`src/rtl/vthernet_pkg.sv`:
```
// Shared definitions for the RX payload DMA master: master FSM states,
// byte-lane helpers and the layout of one word-FIFO entry.
package vthernet_pkg;

    typedef enum logic [1:0] {
        ST_IDLE = 2'd0,
        ST_REQ  = 2'd1,
        ST_GAP  = 2'd2
    } wbm_state_t;

    localparam logic [3:0] WB_SEL_FULL = 4'hF;

    // One buffered bus word: frame-end marker, byte enables, little-endian data.
    typedef struct packed {
        logic        last;
        logic [3:0]  sel;
        logic [31:0] data;
    } fifo_entry_t;

    localparam int FIFO_ENTRY_W = $bits(fifo_entry_t);

    // Byte enables for a word holding nbytes bytes starting at lane 0.
    function automatic logic [3:0] nbytes_to_sel(input logic [2:0] nbytes);
        case (nbytes)
            3'd0:    nbytes_to_sel = 4'h0;
            3'd1:    nbytes_to_sel = 4'h1;
            3'd2:    nbytes_to_sel = 4'h3;
            3'd3:    nbytes_to_sel = 4'h7;
            default: nbytes_to_sel = WB_SEL_FULL;
        endcase
    endfunction

endpackage

```
`src/rtl/wb_word_fifo.sv`:
```
// Small synchronous FIFO with first-word-fall-through head output.
// A push while full is accepted only when a pop happens in the same cycle.
module wb_word_fifo #(
    parameter int WIDTH = 37,
    parameter int DEPTH = 4
) (
    input  logic                     clk,
    input  logic                     srst,
    input  logic                     i_push,
    input  logic                     i_pop,
    input  logic [WIDTH-1:0]         i_din,
    output logic [WIDTH-1:0]         o_dout,
    output logic                     o_full,
    output logic                     o_empty,
    output logic [$clog2(DEPTH):0]   o_count
);

    localparam int AW = $clog2(DEPTH);
    localparam logic [AW:0] FULL_CNT = (AW + 1)'(DEPTH);

    logic [WIDTH-1:0] r_mem [DEPTH];
    logic [AW-1:0]    r_wr_ptr;
    logic [AW-1:0]    r_rd_ptr;
    logic [AW:0]      r_count;
    logic             w_do_push;
    logic             w_do_pop;

    assign o_full    = (r_count == FULL_CNT);
    assign o_empty   = (r_count == '0);
    assign o_count   = r_count;
    assign o_dout    = r_mem[r_rd_ptr];
    assign w_do_pop  = i_pop && !o_empty;
    assign w_do_push = i_push && (!o_full || w_do_pop);

    // Storage array; contents need no reset because count gates every read.
    always_ff @(posedge clk) begin
        if (w_do_push) begin
            r_mem[r_wr_ptr] <= i_din;
        end
    end

    // Pointer and occupancy bookkeeping.
    always_ff @(posedge clk) begin
        if (srst) begin
            r_wr_ptr <= '0;
            r_rd_ptr <= '0;
            r_count  <= '0;
        end else begin
            if (w_do_push) begin
                r_wr_ptr <= r_wr_ptr + AW'(1);
            end
            if (w_do_pop) begin
                r_rd_ptr <= r_rd_ptr + AW'(1);
            end
            if (w_do_push && !w_do_pop) begin
                r_count <= r_count + (AW + 1)'(1);
            end else if (w_do_pop && !w_do_push) begin
                r_count <= r_count - (AW + 1)'(1);
            end
        end
    end

endmodule

```
`src/rtl/wb_rx_dma_master.sv`:
```
// Packs the received payload byte stream into little-endian 32-bit words
// and writes each frame to memory from BASE_ADDR with single Wishbone
// classic write cycles, reporting frame completion and error status.
module wb_rx_dma_master
    import vthernet_pkg::*;
#(
    parameter int          OCT              = 8,
    parameter int          FIFO_DEPTH       = 4,
    parameter logic [31:0] BASE_ADDR        = 32'h4000_0000,
    parameter int          ADDR_WINDOW_BITS = 12,
    parameter int          TIMEOUT_CYCLES   = 255
) (
    input  logic           wb_clk_i,
    input  logic           wb_rst_i,
    input  logic           in_data_v,
    input  logic [OCT-1:0] in_data,
    input  logic           in_last,
    output logic           wbm_cyc_o,
    output logic           wbm_stb_o,
    output logic           wbm_we_o,
    output logic [3:0]     wbm_sel_o,
    output logic [31:0]    wbm_adr_o,
    output logic [31:0]    wbm_dat_o,
    input  logic           wbm_ack_i,
    output logic           frame_done,
    output logic [15:0]    frame_len,
    output logic           overflow,
    output logic           bus_err,
    output logic           busy
);

    localparam int TW = $clog2(TIMEOUT_CYCLES + 1);
    localparam logic [TW-1:0] TMO_LAST = TW'(TIMEOUT_CYCLES - 1);

    wbm_state_t  r_state, w_state_next;
    logic [1:0]  r_lane;
    logic [31:0] r_pack_data;
    logic [31:0] w_word_data;
    logic [15:0] r_byte_cnt;
    logic [15:0] r_frame_len;
    logic        r_in_frame;
    logic        r_overflow, r_bus_err;
    logic        r_cyc;
    logic [3:0]  r_sel;
    logic [31:0] r_adr, r_dat;
    logic [TW-1:0]               r_tmo;
    logic [ADDR_WINDOW_BITS-1:0] r_offset;
    logic        r_frame_done, r_last_pending;
    logic        w_push_req, w_drop, w_pop, w_ack_seen, w_timeout, w_frame_start;
    logic        w_fifo_full, w_fifo_empty;
    logic [$clog2(FIFO_DEPTH):0] w_fifo_count;
    fifo_entry_t w_entry_in, w_head;

    // Incoming byte lands in the lane currently being filled; other lanes keep packer contents.
    for (genvar gi = 0; gi < 4; gi++) begin : g_lane
        assign w_word_data[gi*OCT +: OCT] = (r_lane == 2'(gi)) ? in_data : r_pack_data[gi*OCT +: OCT];
    end

    assign w_push_req    = in_data_v && ((r_lane == 2'd3) || in_last);
    assign w_drop        = w_push_req && w_fifo_full && !w_pop;
    assign w_frame_start = in_data_v && !r_in_frame;

    // Assemble the FIFO entry for the word completed this cycle.
    always_comb begin
        w_entry_in.last = in_last;
        w_entry_in.sel  = nbytes_to_sel({1'b0, r_lane} + 3'd1);
        w_entry_in.data = w_word_data;
    end

    wb_word_fifo #(
        .WIDTH (FIFO_ENTRY_W),
        .DEPTH (FIFO_DEPTH)
    ) u_fifo (
        .clk     (wb_clk_i),
        .srst    (wb_rst_i),
        .i_push  (w_push_req),
        .i_pop   (w_pop),
        .i_din   (w_entry_in),
        .o_dout  (w_head),
        .o_full  (w_fifo_full),
        .o_empty (w_fifo_empty),
        .o_count (w_fifo_count)
    );

    // Byte packer, per-frame byte counter and frame-length capture.
    always_ff @(posedge wb_clk_i) begin
        if (wb_rst_i) begin
            r_lane      <= '0;
            r_pack_data <= '0;
            r_byte_cnt  <= '0;
            r_frame_len <= '0;
            r_in_frame  <= 1'b0;
        end else if (in_data_v) begin
            if (w_push_req) begin
                r_lane      <= '0;
                r_pack_data <= '0;
            end else begin
                r_lane      <= r_lane + 2'd1;
                r_pack_data <= w_word_data;
            end
            if (in_last) begin
                r_frame_len <= r_byte_cnt + 16'd1;
                r_byte_cnt  <= '0;
                r_in_frame  <= 1'b0;
            end else begin
                r_byte_cnt  <= r_byte_cnt + 16'd1;
                r_in_frame  <= 1'b1;
            end
        end
    end

    // Sticky error flags; a new error wins over the clear at a frame's first byte.
    always_ff @(posedge wb_clk_i) begin
        if (wb_rst_i) begin
            r_overflow <= 1'b0;
            r_bus_err  <= 1'b0;
        end else begin
            if (w_drop)             r_overflow <= 1'b1;
            else if (w_frame_start) r_overflow <= 1'b0;
            if (w_timeout)          r_bus_err  <= 1'b1;
            else if (w_frame_start) r_bus_err  <= 1'b0;
        end
    end

    // Master state register.
    always_ff @(posedge wb_clk_i) begin
        if (wb_rst_i) r_state <= ST_IDLE;
        else          r_state <= w_state_next;
    end

    // Next-state logic: a cycle ends on ack or timeout, then one idle GAP cycle.
    always_comb begin
        w_state_next = r_state;
        w_ack_seen   = 1'b0;
        w_timeout    = 1'b0;
        case (r_state)
            ST_IDLE: if (!w_fifo_empty) w_state_next = ST_REQ;
            ST_REQ: begin
                if (wbm_ack_i) begin
                    w_ack_seen   = 1'b1;
                    w_state_next = ST_GAP;
                end else if (r_tmo == TMO_LAST) begin
                    w_timeout    = 1'b1;
                    w_state_next = ST_GAP;
                end
            end
            ST_GAP:  w_state_next = ST_IDLE;
            default: w_state_next = ST_IDLE;
        endcase
    end

    assign w_pop = w_ack_seen || w_timeout;

    // Bus outputs, timeout counter, frame offset and frame-done generation.
    always_ff @(posedge wb_clk_i) begin
        if (wb_rst_i) begin
            r_cyc          <= 1'b0;
            r_sel          <= '0;
            r_adr          <= '0;
            r_dat          <= '0;
            r_tmo          <= '0;
            r_offset       <= '0;
            r_frame_done   <= 1'b0;
            r_last_pending <= 1'b0;
        end else begin
            r_frame_done <= 1'b0;
            if (r_state == ST_IDLE && !w_fifo_empty) begin
                r_cyc <= 1'b1;
                r_sel <= w_head.sel;
                r_dat <= w_head.data;
                r_adr <= BASE_ADDR + 32'(r_offset);
                r_tmo <= '0;
            end else if (r_state == ST_REQ) begin
                r_tmo <= r_tmo + TW'(1);
            end
            // Acked and timed-out words retire the same way: the address advances
            // and a frame-end word rewinds the offset and reports completion.
            if (w_pop) begin
                r_cyc <= 1'b0;
                if (w_head.last) begin
                    r_offset     <= '0;
                    r_frame_done <= 1'b1;
                end else begin
                    r_offset     <= r_offset + ADDR_WINDOW_BITS'(4);
                end
            end
            // A dropped frame-end word is reported once everything ahead of it has drained.
            if (w_drop && in_last) begin
                r_last_pending <= 1'b1;
            end else if (r_last_pending && w_fifo_empty && r_state != ST_REQ) begin
                r_last_pending <= 1'b0;
                r_frame_done   <= 1'b1;
            end
        end
    end

    assign wbm_cyc_o  = r_cyc;
    assign wbm_stb_o  = r_cyc;
    assign wbm_we_o   = r_cyc;
    assign wbm_sel_o  = r_sel;
    assign wbm_adr_o  = r_adr;
    assign wbm_dat_o  = r_dat;
    assign frame_done = r_frame_done;
    assign frame_len  = r_frame_len;
    assign overflow   = r_overflow;
    assign bus_err    = r_bus_err;
    assign busy       = (w_fifo_count != '0) || r_cyc;

endmodule

```
`config.mk`:
```
export PLATFORM = sky130hd
export DESIGN_NAME = wb_rx_dma_master
export DESIGN_NICKNAME = d
export VERILOG_FILES = /design/src/rtl/vthernet_pkg.sv /design/src/rtl/wb_word_fifo.sv /design/src/rtl/wb_rx_dma_master.sv
export SDC_FILE = /design/constraint.sdc
export NUM_CORES = 1
export LEC_CHECK = 0
export CAP_MARGIN = 10
export CORE_UTILIZATION = 50
export DETAILED_ROUTE_END_ITERATION = 10
export PLACE_DENSITY_LB_ADDON = 0.2
export SETUP_SLACK_MARGIN = 0.2
export SYNTH_ARGS = -nofsm -noshare
export SYNTH_HDL_FRONTEND = slang
export SYNTH_SLANG_ARGS = --single-unit
export TNS_END_PERCENT = 100
```
`constraint.sdc`:
```
create_clock -name wb_clk_i -period 7 [get_ports wb_clk_i]
set_input_delay 1.75 -clock wb_clk_i [delete_from_list [all_inputs] [get_ports wb_clk_i]]
set_output_delay 1.75 -clock wb_clk_i [all_outputs]
set_load 0.05 [all_outputs]
```
==> impl_metrics.csv, run 1 <==
group,metric,value,unit
status,status,"complete, no violations",
floorplanning,core_area,23400,µm²
detailed_routing,vias,7389,
final_layout,seq_share,53.9,%
floorplanning,die-area,24400,µm²
min_path,hold_path_startpoint,"wbm_dat_o[12]",
clock_network,cts_hold_buf,0,
power_and_ir_drop,p_int,0.00318,W
floorplanning,ios,104,
worst_setup_path,startpoint,"in_last",
detailed_routing,wl,23700,µm
global_route,busiest_layer,"met2",
synth,yosys_area,11900,µm²
synth,syn_avg_cell_area,12.4,µm²
synth,ys_cells,958,
timing,worst_slack,2.51,ns
synth,synthDistinctLibCells,54,
power_and_ir_drop,p_total,0.00457,W
clock_network,cts.clk_slew.worst_paths,0.06,ns
worst_setup_path,crit_path_end_kind,"flip-flop",
clock_network,worstSkewPairLatency,0.54,ns
timing,maxSlewHeadroom,25.4,%
final_layout,layout-drive-gt1-share,12.6,%
synth,synth-seq-cells,296,
synth,edf_count,148,
final_layout,register_area,7410,µm²
power_and_ir_drop,powerSeq,0.00201,W
synth,ys_sh_simple,10.9,%
synth,synthFlopType,"edfxtp_1",
job,warning_count,35,
synth,yosysWarnings,0,
clock_network,postCtsSetupRepairBufs,0,
global_route,grt_pass1_vias,7027,
timing,final-max-slew-violation-count,0,
floorplanning,fp_util,50.8,%
detailed_routing,dr.pass1.iters,5,
final_layout,bufAreaShareNonClock,6.28,%
place,placed_area,12800,µm²
floorplanning,taps,319,
synth,ys_sh_aoi,8.91,%
timing,setup_tns,0,ns
synth,fa_ha_area_share,1.75,%
final_layout,nets,1038,
worst_setup_path,crit_family,"AND-OR/OR-AND gates",
global_route,met3_usage,2.47,%
detailed_routing,met2_length,11200,µm
synth,synthCells,958,
floorplanning,fp-row-count,56,
min_path,hold_path_class,"flip-flop to flip-flop",
floorplanning,fp.dieW,156,µm
power_and_ir_drop,p_leak,4.66,nW
clock_network,cts_tree,"yes",
power_and_ir_drop,p_sw,0.00139,W
clock_network,cts_repair_resize_count,0,
final_layout,final_util,58.8,%
detailed_routing,drc_errors,0,
global_route,grt_overflow_total,0,
final_layout,buffers,88,
power_and_ir_drop,ir_worst_vdd,300,µV
timing,setup_violations,0,
final_layout,fillCellCount,1892,
worst_setup_path,critPathMaxStageDelay,0.94,ns
global_route,use_met1,27.8,%
synth,ys_seq_share,62.3,%
worst_setup_path,critical_path_buf_inv_count,1,
synth,ys_async_sr_fraction,0,%
final_layout,most-common-layout-cells,"148 x edfxtp_1, 147 x dfxtp_1, 104 x nand2_1",
place,placed_cells,1297,
worst_setup_path,start_kind,"primary input",
power_and_ir_drop,power_density,332,nW/µm²
power_and_ir_drop,clkPwrFrac,35.2,%
timing,rsz0062_at_grt,"false",
worst_setup_path,path_cells,"clkdlybuf4s50_1 > o21ai_0 > a21oi_1 > and3_2",
synth,topCombFamilyByArea,"simple AND/OR/NAND/NOR gates",
detailed_routing,wl_met3,868,µm
final_layout,logic_gate_count,582,
-- run 1: state kept, by name (all words and copies together), names as in the netlist, named ones only --
register and count:
u_fifo.o_count 3, r_pack_data 32, r_state 2, r_lane 2, r_byte_cnt 16, r_tmo 8
r_in_frame 1, u_fifo.r_rd_ptr 2, wbm_adr_o 11, wbm_cyc_o 1, u_fifo.r_mem 148, r_last_pending 1
wbm_sel_o 4, wbm_dat_o 32, r_offset 10, frame_len 16, frame_done 1, u_fifo.r_wr_ptr 2
bus_err 1, overflow 1
-- run 1: cells in the mapped netlist, drive strengths merged (2+ instances only) --
master / number / area (µm²)
nor2: 55 / 206
xnor2: 11 / 96.3
nor2b: 2 / 12.5
o21ai: 39 / 195
mux2i: 3 / 30.0
buf: 56 / 350
nand3: 19 / 95.1
nor4: 2 / 12.5
ha: 15 / 188
a21o: 2 / 15.0
o311ai: 2 / 17.5
xor2: 9 / 78.8
nor3: 23 / 120
nand4: 10 / 62.6
and4: 5 / 46.3
mux4: 37 / 837
or3: 14 / 87.6
mux2: 32 / 360
nand2b: 5 / 31.3
clkbuf: 32 / 121
or4: 7 / 52.6
a21oi: 86 / 434
edfxtp: 148 / 4440
o31ai: 6 / 45.0
o2111ai: 2 / 17.5
dfxtp: 148 / 2960
a31oi: 4 / 25.0
nand2: 104 / 390
and3: 19 / 119
a32o: 3 / 30.0
a211oi: 5 / 37.5
inv: 12 / 45.0
nand4b: 2 / 17.5
a22oi: 27 / 203
-- run 1: final timing paths --
check / endpoint / slack [ns] / depth (start not counted)
min reg2reg: wbm_dat_o[12] / 0.45 / 2
max: u_fifo.r_mem[3][0] / 2.51 / 4
max reg2reg: u_fifo.r_mem[3][0] / 3.62 / 4
min: wbm_dat_o[12] / 0.45 / 2
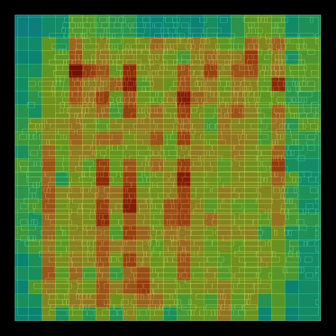
run_1/final_congestion.png
GR Util met2: 32.6%
GRT Overall Usage: 19.9%

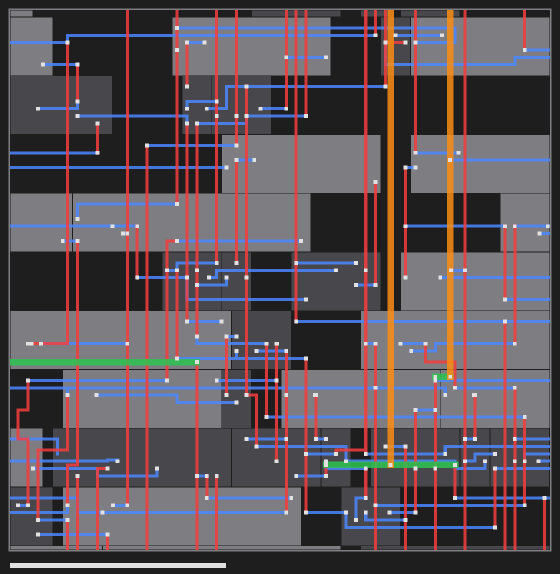
run_1/zoom.png
Bar = 10 µm. Window x 27 to 52, y 27 to 52 µm. Cells in grey, sequential cells in the stronger grey; small squares are vias.
legend:
  orange:
    layer: met4
  red:
    layer: met2
  blue:
    layer: met1
  green:
    layer: met3
cells with their middle in the window: 28
most frequent: nor2_1 (6), dfxtp_1 (6), edfxtp_1 (6)
sequential cells in the window: 12
netlist names of flops here include: r_pack_data (6), u_fifo.r_mem (6)

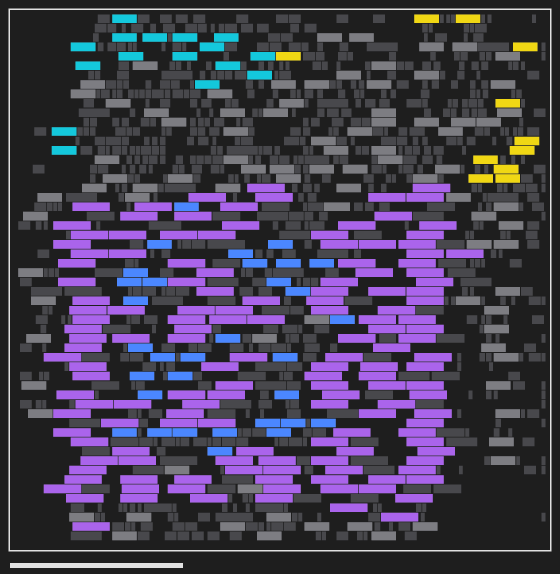
run_1/registers.png
Bar = 50 µm. Other sequential cells in the stronger grey, the rest of the logic in the fainter grey.
legend:
  blue:
    name_in_the_netlist: r_pack_data
    placed_flops: 32
  purple:
    name_in_the_netlist: u_fifo.r_mem
    placed_flops: 148
  cyan:
    name_in_the_netlist: frame_len
    placed_flops: 16
  yellow:
    name_in_the_netlist: wbm_adr_o
    placed_flops: 11
    where: upper right
not coloured: 89

--- run 2 (diff from run 1) ---
Clock period 7 ns to 4.5 ns, I/O delays scaled along.
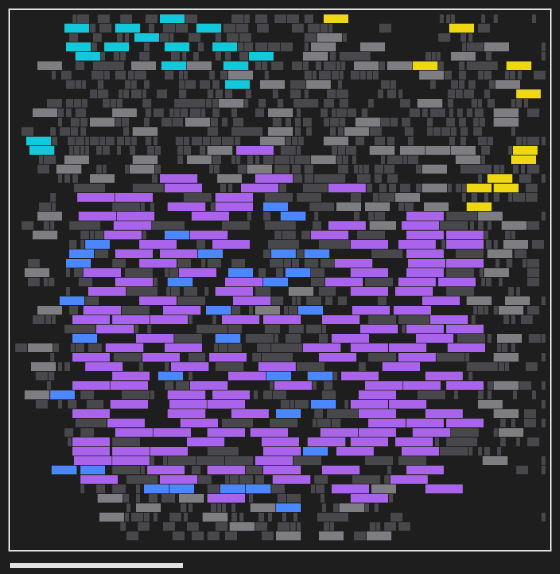
run_2/registers.png
Bar = 50 µm. Other sequential cells in the stronger grey, the rest of the logic in the fainter grey.
legend:
  cyan:
    name_in_the_netlist: frame_len
    placed_flops: 16
  yellow:
    name_in_the_netlist: wbm_adr_o
    placed_flops: 11
  blue:
    name_in_the_netlist: r_pack_data
    placed_flops: 32
  purple:
    name_in_the_netlist: u_fifo.r_mem
    placed_flops: 148
not coloured: 89

==> impl_metrics.csv, run 2 <==
group,metric,value,unit
place,placed_area,12900,µm²
detailed_routing,dr.pass1.iters,5,
floorplanning,ios,104,
timing,final-max-slew-violation-count,0,
clock_network,cts_tree,"yes",
floorplanning,fp-row-count,56,
final_layout,antenna_cells,0,
global_route,grt_overflow_total,0,
power_and_ir_drop,pwr-share-comb,21.8,%
global_route,busiest_layer,"met2",
synth,synth-seq-cells,296,
final_layout,nets,1051,
clock_network,worstSkewPairLatency,0.54,ns
timing,maxSlewHeadroom,23.2,%
synth,ys_async_sr_fraction,0,%
synth,syn_avg_cell_area,12.4,µm²
clock_network,postCtsSetupRepairBufs,0,
global_route,antenna_found_initial,0,
worst_setup_path,crit_type,"flip-flop to primary output",
final_layout,most-common-layout-cells,"148 x edfxtp_1, 147 x dfxtp_1, 104 x nand2_1",
synth,ys_cells,958,
final_layout,mostFrequentLayoutCell,"edfxtp_1",
synth,yosysWarnings,0,
timing,setup_violations,0,
synth,largest_area_cell,"edfxtp_1",
final_layout,layout-drive-gt1-share,13.5,%
power_and_ir_drop,p_leak,4.69,nW
floorplanning,fp_util,50.8,%
synth,synthCells,958,
final_layout,final_area,13800,µm²
worst_setup_path,crit_path_end_kind,"primary output",
clock_network,cts_repair_resize_count,0,
worst_setup_path,critical_path_buf_inv_count,1,
synth,synthFlopType,"edfxtp_1",
clock_network,cts_hold_buf,0,
timing,worst_slack,1.24,ns
floorplanning,fp.dieW,156,µm
detailed_routing,antenna_left,0,
final_layout,largest_register_ffs,148,
floorplanning,die-area,24400,µm²
final_layout,fillCellCount,1960,
floorplanning,core_area,23400,µm²
timing,final_hold_viol_count,0,
synth,topCellsByArea,"edfxtp_1 37%, dfxtp_1 25%, mux4_2 6.8%",
power_and_ir_drop,clkPwrFrac,32.6,%
power_and_ir_drop,p_int,0.00475,W
synth,synthTopCellsByCount,"148 x dfxtp_1, 148 x edfxtp_1, 104 x nand2_1",
clock_network,cts.clk_slew.worst_paths,0.06,ns
synth,edf_count,148,
detailed_routing,wl,23800,µm
timing,rsz0062_at_grt,"false",
worst_setup_path,critPathMaxStageDelay,0.71,ns
power_and_ir_drop,ir_worst_vdd,282,µV
detailed_routing,drc_errors,0,
worst_setup_path,start_kind,"flip-flop",
synth,yosys_area,11900,µm²
worst_setup_path,crit_family,"buffers and inverters",
job,warning_count,35,
power_and_ir_drop,power_density,499,nW/µm²
detailed_routing,met2_length,11600,µm
detailed_routing,wl_met3,968,µm
synth,synthDistinctLibCells,54,
final_layout,top_register,"u_fifo.r_mem",
global_route,grt.met2_usage,32.9,%
synth,top_cell_area_share,37.4,%
timing,max_freq,0.307,GHz
detailed_routing,vias,7518,
power_and_ir_drop,p_sw,0.00213,W
worst_setup_path,path_cells,"nor3_2 > nand2b_1 > clkdlybuf4s50_1",
place,dp_hpwl,14600,µm
synth,ys_seq_share,62.3,%
detailed_routing,routed_via_density,5.51,
power_and_ir_drop,p_total,0.00688,W
global_route,grt_pass1_vias,6981,
status,status,"complete, no violations",
place,portBuffers,82,
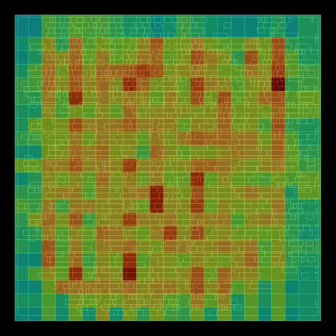
run_2/final_congestion.png
drt wl/cell: 17.5 µm
utilization after layout: 58.9%
met1 global-route usage: 28.5%
GRT Overall Usage: 20.0%
met3 usage: 2.69%

-- run 2: netlist changes by cell type in the layout (fill, tap and decap cells not counted), sizes merged --
cell	change
bufinv	-5
clkinv	-5
clkbuf	+9
inv	+1
buf	+13
-- run 2: cell type report --
type | instances | area [µm²] | area share, %
Tap cell | 319 | 399 | 2.89
Timing Repair Buffer | 101 | 998 | 7.24
Inverter | 12 | 45.0 | 0.327
Sequential cell | 296 | 7410 | 53.7
Clock inverter | 9 | 51.3 | 0.372
Clock buffer | 45 | 836 | 6.06
Multi-Input combinational cell | 582 | 4050 | 29.4
-- run 2: cell families after synthesis --
group | count (synthesis) | synth area share [%]
flip-flops | 296 | 62.3
AND/OR/NAND/NOR | 272 | 10.9
AND-OR/OR-AND | 181 | 8.91
buffers and inverters | 100 | 4.35
multiplexers | 72 | 10.3
XOR/XNOR | 20 | 1.47
adder cells (fa/ha/maj) | 16 | 1.75
other | 1 | 0.0315
-- run 2: per-stage QoR --
stage                     util, %  std cells
after floorplan                 -        978
after global placement       55.1       1310
after detailed placement     55.1       1310
after CTS                    58.9       1364
after global routing         58.9       1364
final                        58.9       1364
-- run 2: final timing paths --
| check | start | end | slack (ns) | cells past startpoint |
|---|---|---|---|---|
| min reg2reg | wbm_adr_o[10] | wbm_adr_o[10] | 0.45 | 2 |
| max reg2reg | r_tmo[0] | u_fifo.o_count[2] | 1.69 | 13 |
| min | wbm_adr_o[10] | wbm_adr_o[10] | 0.45 | 2 |
| max | u_fifo.o_count[0] | busy | 1.24 | 3 |
-- run 2: power by group through the flow --
stage                     clock [W]  sequential [W]  combinational [W]
after floorplan                   0         0.00355           0.000730
after global placement            0         0.00319            0.00151
after detailed placement          0         0.00320            0.00152
after CTS                   0.00230         0.00314            0.00152
after global routing        0.00241         0.00316            0.00162
final                       0.00224         0.00314            0.00150
--- run 3 (diff from run 2) ---
Clock period 4.5 ns to 3.2 ns, I/O delays scaled along.
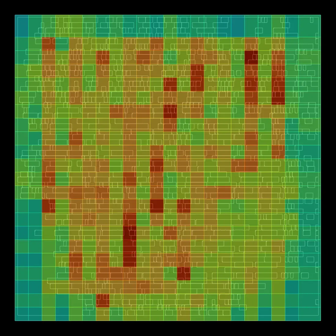
run_3/final_congestion.png
drt wl/cell: 17.4 µm
met3 usage: 2.75%
met1 global-route usage: 27.4%

==> impl_metrics.csv, run 3 <==
group,metric,value,unit
final_layout,buffers,112,
final_layout,comb_share,29.0,%
worst_setup_path,crit_family,"simple AND/OR/NAND/NOR gates",
worst_setup_path,worstSetupEndpoint,"busy",
synth,synth-seq-cells,296,
synth,edf_count,148,
detailed_routing,vias,7550,
worst_setup_path,r2r-start,"r_tmo[0]",
timing,setup_tns,0,ns
synth,top_cell_area_share,37.4,%
synth,yosys_area,11900,µm²
global_route,antenna_found_initial,0,
final_layout,register_area,7410,µm²
timing,maxSlewHeadroom,49.4,%
timing,rsz0062_at_grt,"false",
detailed_routing,antenna_left,0,
power_and_ir_drop,p_int,0.00712,W
detailed_routing,routed_via_density,5.48,
floorplanning,die-area,24400,µm²
timing,max_freq,0.370,GHz
clock_network,cts_tree,"yes",
synth,yosysWarnings,0,
final_layout,fillCellCount,1915,
place,dp_hpwl,15000,µm
synth,syn_avg_cell_area,12.4,µm²
clock_network,cts.clk_slew.worst_paths,0.06,ns
detailed_routing,dr.pass1.iters,5,
place,portBuffers,82,
min_path,hold_path_startpoint,"wbm_sel_o[3]",
status,status,"complete, no violations",
power_and_ir_drop,p_sw,0.00304,W
final_layout,seq_share,52.9,%
synth,synthFlopType,"edfxtp_1",
power_and_ir_drop,p_leak,4.82,nW
synth,synthCells,958,
final_layout,bufAreaShareNonClock,7.53,%
worst_setup_path,start_kind,"flip-flop",
floorplanning,core_area,23400,µm²
timing,final_hold_viol_count,0,
final_layout,mostFrequentLayoutCell,"edfxtp_1",
power_and_ir_drop,ir_worst_vdd,595,µV
synth,largest_area_cell,"edfxtp_1",
job,warning_count,35,
synth,synthDistinctLibCells,54,
worst_setup_path,critPathMaxStageDelay,0.44,ns
worst_setup_path,cp.depth,3,
min_path,hold_depth,2,
final_layout,inverters,12,
final_layout,largest_register_ffs,148,
synth,ys_seq_share,62.3,%
global_route,grt_pass1_vias,7147,
floorplanning,fp-row-count,56,
clock_network,cts_hold_buf,0,
final_layout,top_register,"u_fifo.r_mem",
global_route,grtUsageTotal,20.1,%
final_layout,final-clk-cell-share,7.42,%
floorplanning,fp.dieW,156,µm
final_layout,largest_class,"flip-flops and latches",
synth,synthTopCellsByCount,"148 x dfxtp_1, 148 x edfxtp_1, 104 x nand2_1",
final_layout,nets,1063,
final_layout,nClkBuffers,38,
worst_setup_path,rr_worst_depth,12,
timing,worst_slack,0.498,ns
floorplanning,taps,319,
min_path,hold_path_class,"flip-flop to flip-flop",
worst_setup_path,crit_path_end_kind,"primary output",
final_layout,layout-drive-gt1-share,15.0,%
timing,final-max-slew-violation-count,0,
worst_setup_path,path_cells,"nor3_2 > nand2b_1 > dlygate4sd2_1",
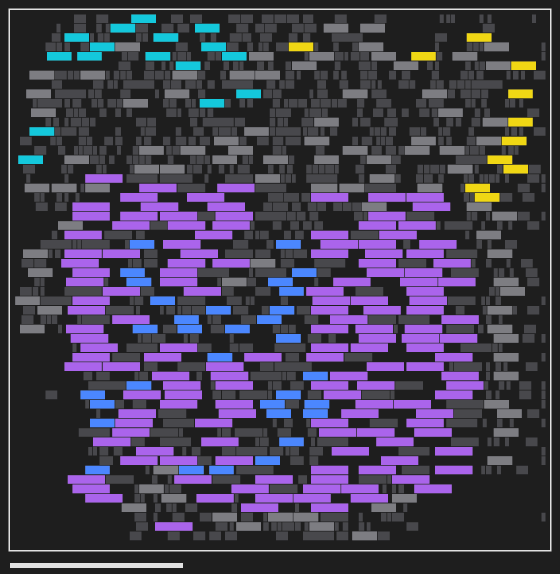
run_3/registers.png
Bar = 50 µm. Other sequential cells in the stronger grey, the rest of the logic in the fainter grey.
legend:
  cyan:
    name_in_the_netlist: frame_len
    placed_flops: 16
  blue:
    name_in_the_netlist: r_pack_data
    placed_flops: 32
  purple:
    name_in_the_netlist: u_fifo.r_mem
    placed_flops: 148
  yellow:
    name_in_the_netlist: wbm_adr_o
    placed_flops: 11
    where: upper right

==> run 3: how the worst min path moves through the flow <==
stage | slack [ns] | endpoint
floorplan | 0.44 | wbm_adr_o[11]
global placement | 0.44 | wbm_adr_o[7]
detailed placement | 0.45 | wbm_dat_o[9]
CTS | 0.45 | wbm_dat_o[9]
global route | 0.47 | wbm_dat_o[19]
finish | 0.45 | wbm_sel_o[3]
==> run 3: power by group through the flow <==
stage                     clock network [W]  registers (W)  logic (W)
final                               0.00361        0.00439    0.00216
after floorplan                           0        0.00499    0.00103
after detailed placement                  0        0.00448    0.00218
after global routing                0.00384        0.00442    0.00232
after global placement                    0        0.00447    0.00217
after CTS                           0.00368        0.00440    0.00218
==> run 3: routing by layer <==
layer  up-vias  wire length (µm)  track usage [%]
li1       3633                 -                -
met3        31               911             2.75
met1      3735             11000             27.4
met4         0               389             4.81
met5         -                 0                0
met2       151             11600             34.0
==> run 3: through the flow <==
step           total power (W)  hold slack, ns  std cells  instance area [µm²]
6_report                0.0102           0.451       1377                14000
5_1_grt                 0.0106           0.469       1377                14000
4_1_cts                 0.0103           0.454       1377                14000
3_5_place_dp           0.00666           0.445       1321                13000
3_3_place_gp           0.00664           0.442       1321                13000
2_1_floorplan          0.00602           0.440        978                12000
==> run 3: kinds of logic (layout without fill, tap and decap cells) <==
family / after synthesis / in the layout / share of synthesized area, %
compound gates: 181 / 181 / 8.91
xor+xnor: 20 / 20 / 1.47
fa+ha+maj: 16 / 16 / 1.75
buf+inv: 100 / 180 / 4.35
flops: 296 / 296 / 62.3
mux: 72 / 72 / 10.3
other cells: 1 / 21 / 0.0315
simple gates: 272 / 272 / 10.9
==> run 3: what timing repair did <==
| action | in CTS | in global routing |
|---|---|---|
| gates resized | 1 | 0 |
| buffers inserted | 0 | 0 |
| endpoints found under the setup margin | 1 | 0 |
No activity file was given, so power comes from the tool's default toggle rates.
